**Run 1: met1 routing**

Supply wires on this layer in gray. Cells faint in the background.
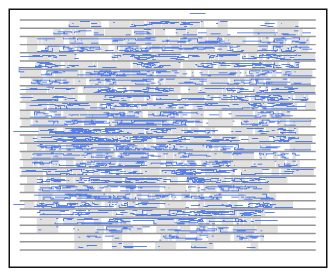
**Run 1: clock routing**

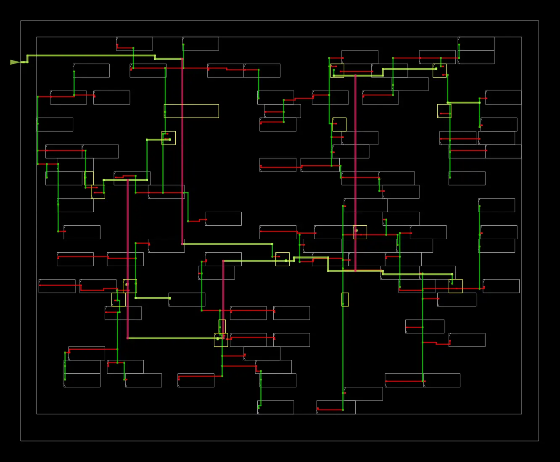
**Run 1: cells colored by class**

The bar under the picture is 20 microns long.
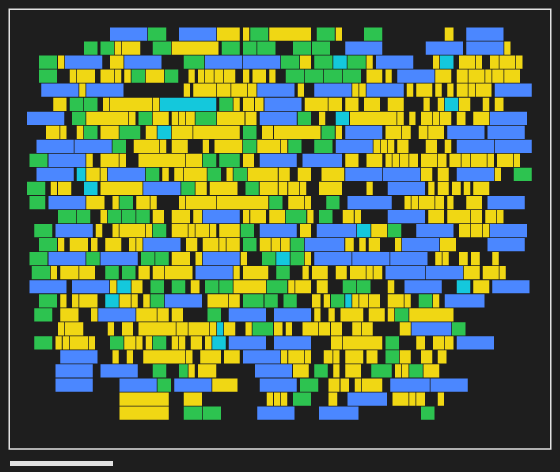
## src/rtl/sevenseg_scan.sv

```systemverilog
`default_nettype none
// +----------------------------------------------------------------------------+
// | sevenseg_scan                                                              |
// | Four-digit multiplexed seven-segment driver with frame-aligned digit       |
// | double buffering and per-digit blink. Optional dp: SEVSEG_DP_EN.           |
// | Revision: 1.0                                                              |
// +----------------------------------------------------------------------------+
module sevenseg_scan #(
    parameter int SCAN_DIV  = 100_000,
    parameter int BLINK_DIV = 25_000_000
) (
    input  logic       clk,
    input  logic       rst,
    input  logic       load,
    input  logic [3:0] d3,
    input  logic [3:0] d2,
    input  logic [3:0] d1,
    input  logic [3:0] d0,
    input  logic [3:0] blank_mask,
    input  logic       blink_en,
`ifdef SEVSEG_DP_EN
    input  logic [3:0] dp,
`endif
    output logic [3:0] an,
    output logic [7:0] seg,
    output logic       frame_done
);

    localparam int                c_PCNT_W = (SCAN_DIV > 1) ? $clog2(SCAN_DIV) : 1;
    localparam int                c_BCNT_W = (BLINK_DIV > 1) ? $clog2(BLINK_DIV) : 1;
    localparam logic [c_PCNT_W-1:0] c_PCNT_LAST = c_PCNT_W'(SCAN_DIV - 1);
    localparam logic [c_BCNT_W-1:0] c_BCNT_LAST = c_BCNT_W'(BLINK_DIV - 1);

    logic [c_PCNT_W-1:0] r_pcnt;
    logic [c_BCNT_W-1:0] r_bcnt;
    logic                r_blink_phase;
    logic [1:0]          r_idx;
    logic [3:0][3:0]     r_act;
    logic [3:0][3:0]     r_pend;
    logic                r_pend_v;
    logic [3:0]          r_an;
    logic [7:0]          r_seg;
    logic                r_frame_done;

    logic                w_tick;
    logic                w_boundary;
    logic [3:0][3:0]     w_d;
    logic [3:0][3:0]     w_next_act;
    logic [1:0]          w_next_idx;
    logic [3:0]          w_digit;
    logic                w_blank;
    logic [6:0]          w_seg_hi;
    logic [6:0]          w_seg7_n;
    logic                w_dp_n;

    assign w_tick     = (r_pcnt == c_PCNT_LAST);
    assign w_boundary = w_tick && (r_idx == 2'd3);
    assign w_d        = {d3, d2, d1, d0};
    assign w_next_idx = r_idx + 2'd1;

    // A load landing on the boundary bypasses the pending buffer entirely.
    assign w_next_act = !w_boundary ? r_act :
                        load        ? w_d   :
                        r_pend_v    ? r_pend : r_act;

    assign w_digit = w_next_act[w_next_idx];
    assign w_blank = blink_en & r_blink_phase & blank_mask[w_next_idx];

    always_comb begin
        w_seg_hi = 7'b0000000;
        case (w_digit)
            4'd0:    w_seg_hi = 7'b1111110;
            4'd1:    w_seg_hi = 7'b0110000;
            4'd2:    w_seg_hi = 7'b1101101;
            4'd3:    w_seg_hi = 7'b1111001;
            4'd4:    w_seg_hi = 7'b0110011;
            4'd5:    w_seg_hi = 7'b1011011;
            4'd6:    w_seg_hi = 7'b1011111;
            4'd7:    w_seg_hi = 7'b1110000;
            4'd8:    w_seg_hi = 7'b1111111;
            4'd9:    w_seg_hi = 7'b1111011;
            default: w_seg_hi = 7'b0000000;
        endcase
    end

    assign w_seg7_n = w_blank ? 7'h7F : ~w_seg_hi;

`ifdef SEVSEG_DP_EN
    logic [3:0] r_act_dp;
    logic [3:0] r_pend_dp;
    logic [3:0] w_next_act_dp;

    assign w_next_act_dp = !w_boundary ? r_act_dp :
                           load        ? dp       :
                           r_pend_v    ? r_pend_dp : r_act_dp;
    assign w_dp_n = w_blank | ~w_next_act_dp[w_next_idx];

    always_ff @(posedge clk) begin
        if (rst) begin
            r_act_dp  <= 4'h0;
            r_pend_dp <= 4'h0;
        end else begin
            r_act_dp <= w_next_act_dp;
            if (load) r_pend_dp <= dp;
        end
    end
`else
    assign w_dp_n = 1'b1;
`endif

    always_ff @(posedge clk) begin
        if (rst) begin
            r_pcnt        <= '0;
            r_bcnt        <= '0;
            r_blink_phase <= 1'b0;
            r_idx         <= 2'd3;
        end else begin
            r_pcnt <= w_tick ? '0 : r_pcnt + 1'b1;
            if (w_tick) r_idx <= w_next_idx;
            if (r_bcnt == c_BCNT_LAST) begin
                r_bcnt        <= '0;
                r_blink_phase <= ~r_blink_phase;
            end else begin
                r_bcnt <= r_bcnt + 1'b1;
            end
        end
    end

    always_ff @(posedge clk) begin
        if (rst) begin
            r_act    <= '1;
            r_pend   <= '1;
            r_pend_v <= 1'b0;
        end else begin
            r_act <= w_next_act;
            if (load) r_pend <= w_d;
            if (w_boundary)  r_pend_v <= 1'b0;
            else if (load)   r_pend_v <= 1'b1;
        end
    end

    always_ff @(posedge clk) begin
        if (rst) begin
            r_an         <= 4'b1111;
            r_seg        <= 8'hFF;
            r_frame_done <= 1'b0;
        end else begin
            r_frame_done <= w_boundary;
            if (w_tick) begin
                r_an  <= ~(4'b0001 << w_next_idx);
                r_seg <= {w_seg7_n, w_dp_n};
            end
        end
    end

    assign an         = r_an;
    assign seg        = r_seg;
    assign frame_done = r_frame_done;

endmodule
`default_nettype wire
```

## config.mk

```make
export PLATFORM = sky130hd
export DESIGN_NAME = sevenseg_scan
export DESIGN_NICKNAME = d
export VERILOG_FILES = /design/src/rtl/sevenseg_scan.sv
export SDC_FILE = /design/constraint.sdc
export NUM_CORES = 1
export LEC_CHECK = 0
export ABC_CLOCK_PERIOD_IN_PS = 2800
export CORE_ASPECT_RATIO = 0.8
export CORE_MARGIN = 3
export CORE_UTILIZATION = 54
export CTS_BUF_LIST = sky130_fd_sc_hd__clkbuf_4
export CTS_CLUSTER_SIZE = 24
export DETAILED_ROUTE_END_ITERATION = 7
export PLACE_DENSITY = 0.78
export SETUP_SLACK_MARGIN = 0.4
export SYNTH_ARGS = -nofsm -noshare
export SYNTH_HDL_FRONTEND = slang
export SYNTH_SLANG_ARGS = --single-unit
```

## constraint.sdc

```tcl
create_clock -name clk -period 2.8 [get_ports clk]
set_clock_uncertainty 0.1 [all_clocks]
set_input_delay 0.56 -clock clk [delete_from_list [all_inputs] [get_ports clk]]
set_output_delay 0.56 -clock clk [all_outputs]
set_load 0.005 [all_outputs]
```

==> results.toml, run 1 <==
# synthesis and place-and-route metrics
[outcome]
status = "finished with violations"
violations = "negative setup slack"

[timing]
period_used_share = 1.01
drv_slew = 0
setup_violations = 1
fin_crit_ns = 2.82
worst_hold_slack_ns = 0.375
fin_ws_ns = -0.0242

[setup_path]
cp_top_family = "simple AND/OR/NAND/NOR gates"
cpMostUsedCell = "ha_4"
cp-end-kind = "register"
path_cells = "ha_4, nand4_1, or3_4, o221a_1, mux2_4, o21ai_4, inv_2, ha_4, nor2_2, nand2_1, o21ai_1, nor3_1"
slowest_stage = "or3_4"
r2r_end = "seg[5]$_SDFFE_PP1N_"
reg2reg_depth = 12
startpoint = "r_pcnt[0]$_SDFF_PP0_"
arrival_ns = 3.06
worst-path-max-fanout = 6
cp.depth = 12

[grt]
grt_pass1_vias = 3554
track_usage = 0.222
grt_max_degree = 35
gr-usage-met2 = 0.377
grt_pass1_wl_mm = 16.3
use_met3 = 0.0479
overflow = 0

[cts]
path_clk_slew_ns = 0.13
post_cts_buffers = 11
cts-root-buf = "clkbuf_4"
cts_resized = 22
cts.path.max_buffers = 2
cts_tree = "yes"

[placed_design]
place_area_sq_um = 5050
port_buffers = 35
post-place-cells = 647
dp_hpwl_mm = 6.69

[route]
postRouteAntennaNets = 0
m1WireLength_mm = 4.49
routed.top_layer = "met4"
via_per_inst = 5.39
dr_wl_met3_microns = 350
route.detailed.drc = 0

[synth]
syn_inst = 477
async_reset_ff_frac = 0
yosysWarningCount = 0
synth-edff-count = 0
yosys.area.top_type = "dfxtp_1"
synth_top_area_share = 0.429
avgSynthCellArea_sq_um = 8.81
synth_cell_types = 56
flop_cell = "dfxtp_1"
ys_area_sq_um = 4200

[cells_and_area]
finalNetCount = 613
areaGrowthSynthToFinish_pct = 33.0
antenna-diode-count = 0
fill_cells = 526
drive_gt1_frac = 0.257

[run]
max-cap-violations = 0

[min_path]
hold_start = "r_bcnt[0]$_SDFF_PP0_"
hold_end = "r_bcnt[0]$_SDFF_PP0_"
hold_class = "register to register"

[die]
dieArea_sq_um = 8880
die_h_microns = 84.9

[power_and_ir_drop]
switchingPower_uw = 498
comb_power_uw = 157
p_per_area_nw_per_um2 = 389
powerSeq_uw = 1320
power.total_uw = 2180
swShare = 0.229
power-top-group = "sequential cells"
p_leak_uw = 0.00225
## Picture notes: 'met1 routing'
The longest straight run is 27.6 microns. The layer holds 45% of the routed length. 570 nets have wire on it. The layer carries 4490 microns of wire.
total vias in the final route: 3706
final WL: 10.0 mm
met1 usage: 0.284

## Picture notes: 'clock routing'
Clk power: 705 uW
Late-Pin Clk Latency: 0.44 ns

## Picture notes: 'cells colored by class'
Key: yellow = combinational and other logic [cells 365]; green = other buffers and delay cells [cells 112]; cyan = clock drivers and dummy loads [cells 16]; blue = flops [cells 90]
Row Count: 28
register share of the cell area: 0.325
Core ar.: 7460 sq um
post-route cell area: 5590 sq um
final core utilization: 0.749

run 1: kinds of logic after synthesis:
kind of cell	synth area share
simple gates	0.245
flops	0.429
compound gates	0.104
buf+inv	0.0396
xor+xnor	0.0771
mux	0.0720
fa+ha+maj	0.0327
other cells	0.000892
run 1: flip-flops by register name (all words and copies together), names as in the netlist:
name and flops:
an 4, frame_done 1, r_act 16, r_bcnt 25, r_blink_phase 1, r_idx 2, r_pcnt 17, r_pend 16
r_pend_v 1, seg 7
run 1: final cells by class:
cell class	count	area (sq um)	area share
Sequential cell	90	1820	0.325
Tap cell	105	131	0.0235
Multi-Input combinational cell	345	2480	0.443
Timing Repair Buffer	112	958	0.171
Clock buffer	12	90.1	0.0161
Inverter	20	75.1	0.0134
Clock inverter	4	42.5	0.00761
==> run 2, diff against run 1 <==
- ABC_AREA: unset -> 1
- CTS_CLUSTER_SIZE: 24 -> unset
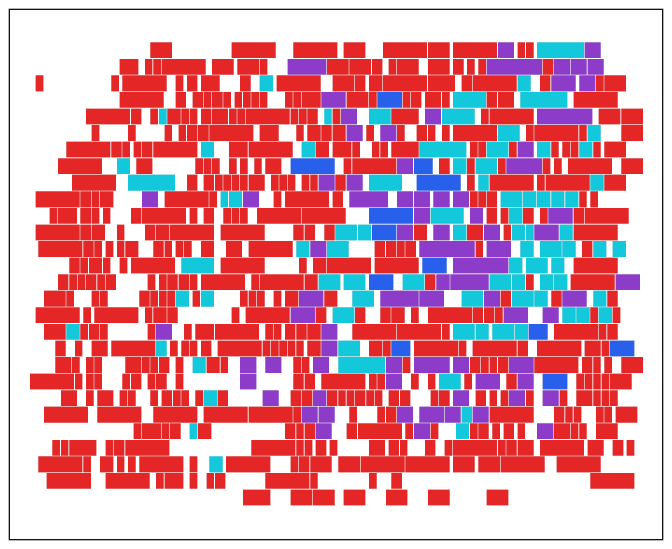
**Above:** run 2 (drive-strength map).
Key: cyan = _2 cells [cells 83, share 12%]; red = _0 and _1 cells [cells 521, share 75%]; purple = _3 and _4 cells [cells 77, share 11%]; blue = _6 and larger [cells 12, share 1.7%]
post-route worst setup slack: 0.280 ns
area grow syn2layout: 28.1%
post-route cell area: 5650 sq um

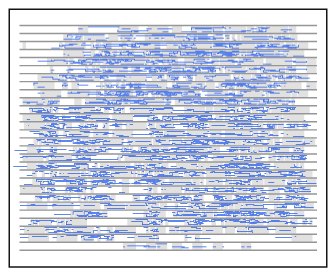
**Above:** run 2 (met1 routing).
Supply wires on this layer in gray. Cells faint in the background.
The layer carries 4660 microns of wire. The longest straight run is 45.1 microns.
total vias in the final route: 4319
met1 usage: 0.270

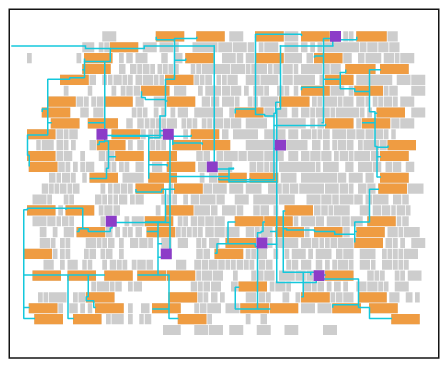
**Above:** run 2 (clock wires, drivers and flops).
Key: purple = clock drivers [count 9]; cyan = clock wires [length 1010 microns]; orange = flip-flops [count 90]
Position of the flops: all over the die. There are 10 routed clock nets.
Late-Pin Clk Latency: 0.45 ns
clock share of power: 0.273
Clk power: 625 uW

==> run 2 against run 1 <==
The flow now finishes without violations. Wire length rose by 9.8%. Clock-buffer cell count fell by 3. Cell count rose by 16%. Worst hold slack got worse by 0.027 ns. Utilization fell by 1.3 points. Sequential power barely moved. Worst setup slack improved by 0.30 ns. Critical endpoint is now seg[4]$_SDFFE_PP1N_. Largest power group unchanged.
==> results.toml, run 2 <==
# synthesis and place-and-route metrics
[grt]
grt_pass1_vias = 3937
overflow = 0
track_usage = 0.222
grt_max_degree = 32
grt_pass1_wl_mm = 16.8

[die]
n_tap_cell = 105
core_area_sq_um = 7670
die_h_microns = 86.8
rows = 28
dieArea_sq_um = 9290

[cells_and_area]
seqCellArea_sq_um = 1810
drive_gt1_frac = 0.248
regMostFlops = "r_bcnt"
finalNetCount = 723
ff_count = 90
seqAreaFraction = 0.320
multi_input_comb_cells = 446
n_all_inverters = 60
area_dominant_class = "logic gates"
fill_cells = 572
clock_area_frac = 0.0197
n_clock_buffer = 9
nonClockBufferCount = 81
comb_area_sq_um = 2620
antenna-diode-count = 0
reg.largest.list = "r_bcnt: 25 flops, r_pcnt: 17 flops"
comb_share = 0.464
final_util = 0.736
buffer_area_frac = 0.130
largest_register_ffs = 25

[setup_path]
cp.depth = 17
slowest_stage = "dfxtp_2"
cp_top_family = "simple AND/OR/NAND/NOR gates"
cpMostUsedCell = "nand3_2"
worst-path-max-fanout = 6
arrival_ns = 2.78
reg2reg_depth = 17
startpoint = "r_pcnt[0]$_SDFF_PP0_"
r2r_end = "seg[4]$_SDFFE_PP1N_"
cp-end-kind = "register"
endpoint = "seg[4]$_SDFFE_PP1N_"

[synth]
synth-edff-count = 0
synth-simple-area-share = 0.390
flop_cell = "dfxtp_1"
yosysWarningCount = 0
yosys.area.top_type = "dfxtp_1"
ys_sh_adder = 0.0312
async_reset_ff_frac = 0
synth.area.mux_share = 0
syn_inst = 617
avgSynthCellArea_sq_um = 7.15
ys_area_sq_um = 4410
synth_top_area_share = 0.409
synth_cell_types = 42
logic_family = "simple AND/OR/NAND/NOR gates"
xor_area_frac = 0.0199
yosys.area_share.aoi = 0.0743

[route]
wl_per_cell_microns = 13.8
drt_wl_total_mm = 11.0
via_per_inst = 5.41
postRouteAntennaNets = 0
route.detailed.drc = 0

[power_and_ir_drop]
powerSeq_uw = 1330
intPower_uw = 1630
p_per_area_nw_per_um2 = 405
power-top-group = "sequential cells"
p_leak_uw = 0.00238
power.total_uw = 2290
swShare = 0.287
comb_power_uw = 336
switchingPower_uw = 656

[outcome]
status = "finished, final reports clean"

[timing]
period_used_share = 0.900
drv_slew = 0
setup_violations = 0
fin_crit_ns = 2.52

[min_path]
hold_start = "r_bcnt[0]$_SDFF_PP0_"
hold_end = "r_bcnt[0]$_SDFF_PP0_"
hold_class = "register to register"

[placed_design]
dp_hpwl_mm = 7.11
port_buffers = 35

[cts]
cts_resized = 8
cts.path.max_buffers = 2
cts-root-buf = "clkbuf_4"
path_clk_slew_ns = 0.14
cts_tree = "yes"
post_cts_buffers = 13
-- run 2: metrics by stage --
stage	setup WS, ns	hold WS, ns	area (sq um)	instances
after floorplan	0.419	0.313	4420	617
after global placement	-0.0246	0.327	4990	762
after detailed placement	-0.121	0.335	4990	762
after CTS	0.369	0.354	5250	792
after global routing	0.182	0.389	5650	798
final	0.280	0.348	5650	798
-- run 2: per-layer routing --
layer	GRT usage	up-vias	share of wire	wire, microns
met3	0.0491	45	0.047	513
met5	0	-	0	0
li1	-	2158	-	-
met2	0.387	123	0.49	5370
met1	0.270	1993	0.42	4660
met4	0.0801	0	0.039	433
Power figures rest on the tool's default switching activity, not on a simulated workload.
